## src/rtl/usb_pkg.sv

```systemverilog
// Shared USB definitions: PID codes, PID group helpers, handshake codes,
// field widths and the receive-buffer FSM state type.
package usb_pkg;

  localparam int PID_W      = 4;
  localparam int DEV_ADDR_W = 7;
  localparam int ENDP_W     = 4;
  localparam int BYTE_W     = 8;

  typedef enum logic [3:0] {
    PID_RSVD  = 4'h0,
    PID_OUT   = 4'h1,
    PID_ACK   = 4'h2,
    PID_DATA0 = 4'h3,
    PID_PING  = 4'h4,
    PID_SOF   = 4'h5,
    PID_NYET  = 4'h6,
    PID_DATA2 = 4'h7,
    PID_SPLIT = 4'h8,
    PID_IN    = 4'h9,
    PID_NAK   = 4'hA,
    PID_DATA1 = 4'hB,
    PID_PRE   = 4'hC,
    PID_SETUP = 4'hD,
    PID_STALL = 4'hE,
    PID_MDATA = 4'hF
  } pid_e;

  // Handshake codes requested from the transmit side
  typedef enum logic [3:0] {
    HS_ACK   = 4'h2,
    HS_NAK   = 4'hA,
    HS_STALL = 4'hE
  } hs_code_e;

  typedef enum logic [1:0] {
    ST_IDLE  = 2'd0,
    ST_AWAIT = 2'd1,
    ST_RECV  = 2'd2
  } rx_state_e;

  function automatic logic is_token(input logic [PID_W-1:0] pid);
    case (pid)
      PID_OUT, PID_IN, PID_SOF, PID_SETUP: is_token = 1'b1;
      default:                             is_token = 1'b0;
    endcase
  endfunction

  function automatic logic is_data(input logic [PID_W-1:0] pid);
    case (pid)
      PID_DATA0, PID_DATA1, PID_DATA2, PID_MDATA: is_data = 1'b1;
      default:                                    is_data = 1'b0;
    endcase
  endfunction

  // Only DATA0/DATA1 carry payload for a full-speed OUT/SETUP transfer
  function automatic logic is_data01(input logic [PID_W-1:0] pid);
    case (pid)
      PID_DATA0, PID_DATA1: is_data01 = 1'b1;
      default:              is_data01 = 1'b0;
    endcase
  endfunction

  // Tokens that open a host-to-device data stage
  function automatic logic is_out_or_setup(input logic [PID_W-1:0] pid);
    case (pid)
      PID_OUT, PID_SETUP: is_out_or_setup = 1'b1;
      default:            is_out_or_setup = 1'b0;
    endcase
  endfunction

endpackage

```

## src/rtl/usb_pkt_ram.sv

```systemverilog
// Packet payload store: one write port, one registered read port.
// Array contents are not reset; only the read register is.
module usb_pkt_ram #(
  parameter int WORDS  = 66,
  parameter int ADDR_W = 7
) (
  input  logic              clk,
  input  logic              rst_n,
  input  logic              srst,
  input  logic              wr_en,
  input  logic [ADDR_W-1:0] wr_addr,
  input  logic [7:0]        wr_data,
  input  logic              rd_en,
  input  logic [ADDR_W-1:0] rd_addr,
  output logic [7:0]        rd_data
);

  logic [7:0] mem [WORDS];

  // Write port
  always_ff @(posedge clk) begin
    if (wr_en) begin
      mem[wr_addr] <= wr_data;
    end
  end

  // Registered read port, cleared by either reset
  always_ff @(posedge clk or negedge rst_n) begin
    if (!rst_n) begin
      rd_data <= 8'h00;
    end else if (srst) begin
      rd_data <= 8'h00;
    end else if (rd_en) begin
      rd_data <= mem[rd_addr];
    end
  end

endmodule

```

## src/rtl/usb_rx_data_buffer.sv

```systemverilog
// Receive data buffer: pairs OUT/SETUP tokens for this device with the
// following DATA0/DATA1 packet, stores the payload (CRC16 stripped from the
// reported length), commits only good packets and requests ACK/NAK.
module usb_rx_data_buffer
  import usb_pkg::*;
#(
  parameter  int DEPTH         = 64,
  parameter  int TOKEN_TIMEOUT = 1024,
  localparam int LEN_W         = $clog2(DEPTH + 1)
) (
  input  logic                  clk48,
  input  logic                  reset_n,
  input  logic                  bus_reset,
  input  logic [DEV_ADDR_W-1:0] dev_addr,
  input  logic [BYTE_W-1:0]     byte_in,
  input  logic                  byte_in_valid,
  input  logic [PID_W-1:0]      pid_in,
  input  logic                  pid_valid,
  input  logic [DEV_ADDR_W-1:0] tok_addr,
  input  logic [ENDP_W-1:0]     tok_endp,
  input  logic                  packet_eop,
  input  logic                  packet_good,
  output logic [BYTE_W-1:0]     rd_data,
  output logic                  rd_valid,
  input  logic                  rd_ready,
  output logic                  rx_full,
  output logic [LEN_W-1:0]      rx_len,
  output logic [ENDP_W-1:0]     rx_endp,
  output logic                  rx_setup,
  output logic                  rx_data1,
  input  logic                  rx_release,
  output logic                  hs_ack,
  output logic                  hs_nak
);

  localparam int WORDS  = DEPTH + 2;
  localparam int ADDR_W = $clog2(WORDS);
  localparam int PTR_W  = $clog2(WORDS + 1);
  localparam int CNT_W  = $clog2(TOKEN_TIMEOUT);

  localparam logic [PTR_W-1:0] PTR_FULL = PTR_W'(WORDS);
  localparam logic [CNT_W-1:0] TMO_LAST = CNT_W'(TOKEN_TIMEOUT - 1);

  rx_state_e         state_r;
  logic [PTR_W-1:0]  wr_ptr_r;
  logic              ovf_r;
  logic [CNT_W-1:0]  tmo_cnt_r;
  logic [ENDP_W-1:0] pend_endp_r;
  logic              pend_setup_r;
  logic              hs_ack_r;
  logic              hs_nak_r;
  logic              rx_full_r;
  logic [LEN_W-1:0]  rx_len_r;
  logic [ENDP_W-1:0] rx_endp_r;
  logic              rx_setup_r;
  logic              rx_data1_r;
  logic [LEN_W-1:0]  rd_ptr_r;
  logic              rd_valid_r;

  logic              in_pkt_s;
  logic [PTR_W-1:0]  base_s;
  logic              ovf_old_s;
  logic              take_s;
  logic              wr_en_s;
  logic              ovf_hit_s;
  logic [PTR_W-1:0]  ptr_eff_s;
  logic              ovf_eff_s;
  logic              eval_s;
  logic              nak_s;
  logic              commit_s;
  logic [LEN_W-1:0]  commit_len_s;
  logic              tok_hit_s;

  logic              rd_adv_s;
  logic              release_s;
  logic              full_n_s;
  logic [LEN_W-1:0]  len_n_s;
  logic [LEN_W-1:0]  rd_ptr_n_s;
  logic              rd_valid_n_s;
  logic              rd_en_s;

  // pid_valid is already folded into packet_good by the decoder
  logic              unused_s;
  assign unused_s = pid_valid;

  // Write-side decode: where the incoming byte lands and how the packet ends
  always_comb begin
    in_pkt_s = (state_r == ST_AWAIT) || (state_r == ST_RECV);
    if (state_r == ST_RECV) begin
      base_s    = wr_ptr_r;
      ovf_old_s = ovf_r;
    end else begin
      base_s    = '0;
      ovf_old_s = 1'b0;
    end
    take_s    = byte_in_valid && in_pkt_s && !rx_full_r;
    wr_en_s   = take_s && (base_s < PTR_FULL);
    ovf_hit_s = take_s && (base_s == PTR_FULL);
    if (wr_en_s) begin
      ptr_eff_s = base_s + PTR_W'(1);
    end else begin
      ptr_eff_s = base_s;
    end
    ovf_eff_s = ovf_old_s || ovf_hit_s;
    eval_s    = packet_eop && packet_good && is_data01(pid_in) && in_pkt_s;
    nak_s     = eval_s && rx_full_r;
    commit_s  = eval_s && !rx_full_r && !ovf_eff_s && (ptr_eff_s != PTR_W'(1));
    if (ptr_eff_s >= PTR_W'(2)) begin
      commit_len_s = LEN_W'(ptr_eff_s - PTR_W'(2));
    end else begin
      commit_len_s = '0;
    end
    tok_hit_s = packet_eop && packet_good && is_out_or_setup(pid_in) &&
                (tok_addr == dev_addr);
  end

  // Read-side next state; the RAM is addressed with the next pointer so the
  // registered byte lines up with rd_valid and drains without bubbles
  always_comb begin
    rd_adv_s  = rd_valid_r && rd_ready;
    release_s = rx_release && rx_full_r;
    if (commit_s) begin
      full_n_s   = 1'b1;
      len_n_s    = commit_len_s;
      rd_ptr_n_s = '0;
    end else if (release_s) begin
      full_n_s   = 1'b0;
      len_n_s    = rx_len_r;
      rd_ptr_n_s = '0;
    end else if (rd_adv_s) begin
      full_n_s   = rx_full_r;
      len_n_s    = rx_len_r;
      rd_ptr_n_s = rd_ptr_r + LEN_W'(1);
    end else begin
      full_n_s   = rx_full_r;
      len_n_s    = rx_len_r;
      rd_ptr_n_s = rd_ptr_r;
    end
    rd_valid_n_s = full_n_s && (rd_ptr_n_s < len_n_s);
    rd_en_s      = commit_s || rd_adv_s;
  end

  // Token association, packet capture, timeout and handshake requests
  always_ff @(posedge clk48 or negedge reset_n) begin
    if (!reset_n) begin
      state_r      <= ST_IDLE;
      wr_ptr_r     <= '0;
      ovf_r        <= 1'b0;
      tmo_cnt_r    <= '0;
      pend_endp_r  <= '0;
      pend_setup_r <= 1'b0;
      hs_ack_r     <= 1'b0;
      hs_nak_r     <= 1'b0;
    end else if (bus_reset) begin
      state_r      <= ST_IDLE;
      wr_ptr_r     <= '0;
      ovf_r        <= 1'b0;
      tmo_cnt_r    <= '0;
      pend_endp_r  <= '0;
      pend_setup_r <= 1'b0;
      hs_ack_r     <= 1'b0;
      hs_nak_r     <= 1'b0;
    end else begin
      hs_ack_r <= commit_s;
      hs_nak_r <= nak_s;
      case (state_r)
        ST_IDLE: begin
          if (tok_hit_s) begin
            state_r      <= ST_AWAIT;
            pend_endp_r  <= tok_endp;
            pend_setup_r <= (pid_in == PID_SETUP);
            tmo_cnt_r    <= '0;
          end
        end
        ST_AWAIT: begin
          if (packet_eop) begin
            if (eval_s) begin
              state_r <= ST_IDLE;
            end else if (tok_hit_s) begin
              pend_endp_r  <= tok_endp;
              pend_setup_r <= (pid_in == PID_SETUP);
              tmo_cnt_r    <= '0;
            end else begin
              state_r <= ST_IDLE;
            end
          end else if (byte_in_valid) begin
            state_r  <= ST_RECV;
            wr_ptr_r <= ptr_eff_s;
            ovf_r    <= 1'b0;
          end else if (tmo_cnt_r == TMO_LAST) begin
            state_r <= ST_IDLE;
          end else begin
            tmo_cnt_r <= tmo_cnt_r + CNT_W'(1);
          end
        end
        ST_RECV: begin
          if (packet_eop) begin
            state_r <= ST_IDLE;
          end else begin
            wr_ptr_r <= ptr_eff_s;
            if (ovf_hit_s) begin
              ovf_r <= 1'b1;
            end
          end
        end
        default: state_r <= ST_IDLE;
      endcase
    end
  end

  // Committed-packet descriptor and read pointer
  always_ff @(posedge clk48 or negedge reset_n) begin
    if (!reset_n) begin
      rx_full_r  <= 1'b0;
      rx_len_r   <= '0;
      rx_endp_r  <= '0;
      rx_setup_r <= 1'b0;
      rx_data1_r <= 1'b0;
      rd_ptr_r   <= '0;
      rd_valid_r <= 1'b0;
    end else if (bus_reset) begin
      rx_full_r  <= 1'b0;
      rx_len_r   <= '0;
      rx_endp_r  <= '0;
      rx_setup_r <= 1'b0;
      rx_data1_r <= 1'b0;
      rd_ptr_r   <= '0;
      rd_valid_r <= 1'b0;
    end else begin
      rx_full_r  <= full_n_s;
      rx_len_r   <= len_n_s;
      rd_ptr_r   <= rd_ptr_n_s;
      rd_valid_r <= rd_valid_n_s;
      if (commit_s) begin
        rx_endp_r  <= pend_endp_r;
        rx_setup_r <= pend_setup_r;
        rx_data1_r <= (pid_in == PID_DATA1);
      end
    end
  end

  usb_pkt_ram #(
    .WORDS  (WORDS),
    .ADDR_W (ADDR_W)
  ) u_ram (
    .clk     (clk48),
    .rst_n   (reset_n),
    .srst    (bus_reset),
    .wr_en   (wr_en_s),
    .wr_addr (ADDR_W'(base_s)),
    .wr_data (byte_in),
    .rd_en   (rd_en_s),
    .rd_addr (ADDR_W'(rd_ptr_n_s)),
    .rd_data (rd_data)
  );

  assign rd_valid = rd_valid_r;
  assign rx_full  = rx_full_r;
  assign rx_len   = rx_len_r;
  assign rx_endp  = rx_endp_r;
  assign rx_setup = rx_setup_r;
  assign rx_data1 = rx_data1_r;
  assign hs_ack   = hs_ack_r;
  assign hs_nak   = hs_nak_r;

endmodule
```

## config.mk

```make
export PLATFORM = sky130hd
export DESIGN_NAME = usb_rx_data_buffer
export DESIGN_NICKNAME = d
export VERILOG_FILES = /design/src/rtl/usb_pkg.sv /design/src/rtl/usb_pkt_ram.sv /design/src/rtl/usb_rx_data_buffer.sv
export SDC_FILE = /design/constraint.sdc
export NUM_CORES = 1
export LEC_CHECK = 0
export ABC_AREA = 0
export CORE_UTILIZATION = 45
export DETAILED_ROUTE_END_ITERATION = 10
export SYNTH_ARGS = -nofsm -noshare
export SYNTH_HDL_FRONTEND = slang
export SYNTH_SLANG_ARGS = --single-unit
export TNS_END_PERCENT = 50
```

## constraint.sdc

```tcl
create_clock -name clk48 -period 4.45 [get_ports clk48]
set_input_delay 1.335 -clock clk48 [delete_from_list [all_inputs] [get_ports clk48]]
set_output_delay 1.335 -clock clk48 [all_outputs]
set_load 0.01 [all_outputs]
```

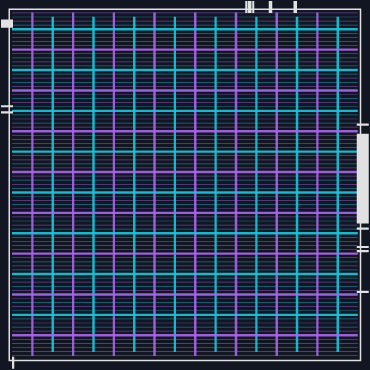
(supply network)
Drawn at 1.5 px/um. Pins as bars on the die edge.
legend:
  VDD:
    colour: cyan
  VSS:
    colour: purple
met5 straps: 16
signal pins: 64
met4 straps: 16

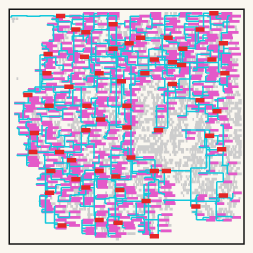
(routed clock nets over the placement)
Drawn at 1 px/um.
legend:
  clock wires:
    colour: cyan
    length: 6770 um
  flip-flops:
    colour: magenta
    count: 585
  clock-net drivers:
    colour: red
    count: 58
routed clock nets: 59

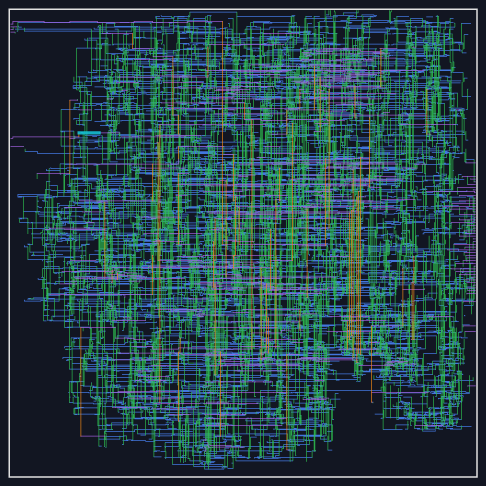
(wiring by layer)
Drawn at 2 px/um.
legend:
  M5:
    colour: cyan
    wire_length: 10.1 um
  M2:
    colour: green
    wire_length: 31.7 mm
  M4:
    colour: orange
    wire_length: 2300 um
  M3:
    colour: purple
    wire_length: 6030 um
  M1:
    colour: blue
    wire_length: 30.1 mm

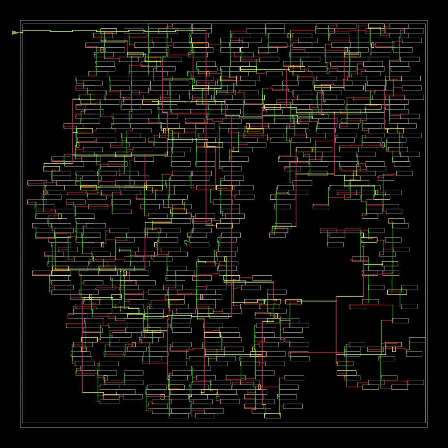
(the clock network)
clock buffer count from CTS: 58
Clock Buffer Count: 72
Setup Skew: 0.0364 ns
Power Clock: 4.66 mW
seq_cells: 585

==> impl_metrics.tcl <==
# flow metrics
set metrics [dict create \
    status "completed" \
    holdPathEnd "rx_data1" \
    tightest_slew_ns 1.28 \
    combinationalPower_uw 316 \
    grtUsageTotal 0.258 \
    cts.sinks 585 \
    final_nets 2130 \
    synth_top_cell_by_area "edfxtp_1" \
    fin_crit_ns 4.32 \
    combGateArea_mm2 0.00642 \
    synth.avg_cell_area_um2 13.5 \
    clockBufferDepth 3 \
    r2r_cells 17 \
    critPathArrivalTime_ns 4.83 \
    worst_slack_ns 0.130 \
    post_cts_resize_count 8 \
    postCtsHoldBufs 0 \
    r2r_slack_ns 0.21 \
    fillCellCount 4260 \
    largestPowerGroup "sequential cells" \
    combPwrFrac 0.029 \
    ir_drop_mv 0.315 \
    powerDensity_mw_per_mm2 374 \
    htree_levels 2 \
    synth-edff-count 528 \
    std_cell_rows 84 \
    drtPass1Iterations 5 \
    die_area_mm2 0.0544 \
    seq-power_mw 6.02 \
    final_layout_size_suffix_gt1_frac 0.209 \
]
-- cell type report --
| type | count | area share |
|---|---|---|
| flip-flops and latches | 585 | 0.588 |
| multi-input cells | 1058 | 0.219 |
| repair buffers | 344 | 0.0996 |
| clock buffers | 72 | 0.0512 |
| well taps | 688 | 0.0293 |
| clock inverters | 28 | 0.00878 |
| inverters | 30 | 0.00392 |
-- stage by stage --
step / util / cells / hold slack [ns] / total power [mW]
after floorplan: - / 1779 / 0.481 / 6.24
after global placement: 0.520 / 2703 / 0.507 / 6.44
after detailed placement: 0.520 / 2703 / 0.513 / 6.45
after CTS: 0.554 / 2803 / 0.526 / 11.1
after global routing: 0.558 / 2805 / 0.546 / 11.3
final: 0.558 / 2805 / 0.524 / 11.0
-- Yosys cell counts (10+ instances only) --
master / count
edfxtp_1: 528
nor2_1: 245
o22ai_1: 129
nand2_1: 114
nor3_1: 74
o21ai_0: 69
clkbuf_1: 59
dfrtp_1: 57
nand3_1: 52
nor4_1: 45
a21oi_1: 30
buf_2: 30
inv_1: 29
o221ai_1: 24
or3_1: 18
a22oi_1: 16
o31ai_1: 15
ha_1: 14
nand4_1: 14
xnor2_1: 13
buf_1: 12
o221a_2: 12
o22a_1: 10
-- metal layers --
| layer | vias to the layer above | GRT usage | share of wire |
|---|---|---|---|
| li1 | 7530 | - | - |
| met1 | 8423 | 0.368 | 0.43 |
| met2 | 773 | 0.397 | 0.45 |
| met3 | 143 | 0.0476 | 0.086 |
| met4 | 2 | 0.0868 | 0.033 |
| met5 | - | 0 | 0.00014 |
-- cell families after synthesis --
family          after synthesis  share of synthesized area
compound gates              399                      0.115
xor+xnor                     17                    0.00619
fa+ha+maj                    14                    0.00729
buf+inv                     136                     0.0242
flops                       585                      0.719
mux                          14                    0.00708
simple gates                614                      0.122
Power figures rest on the tool's default switching activity, not on a simulated workload.
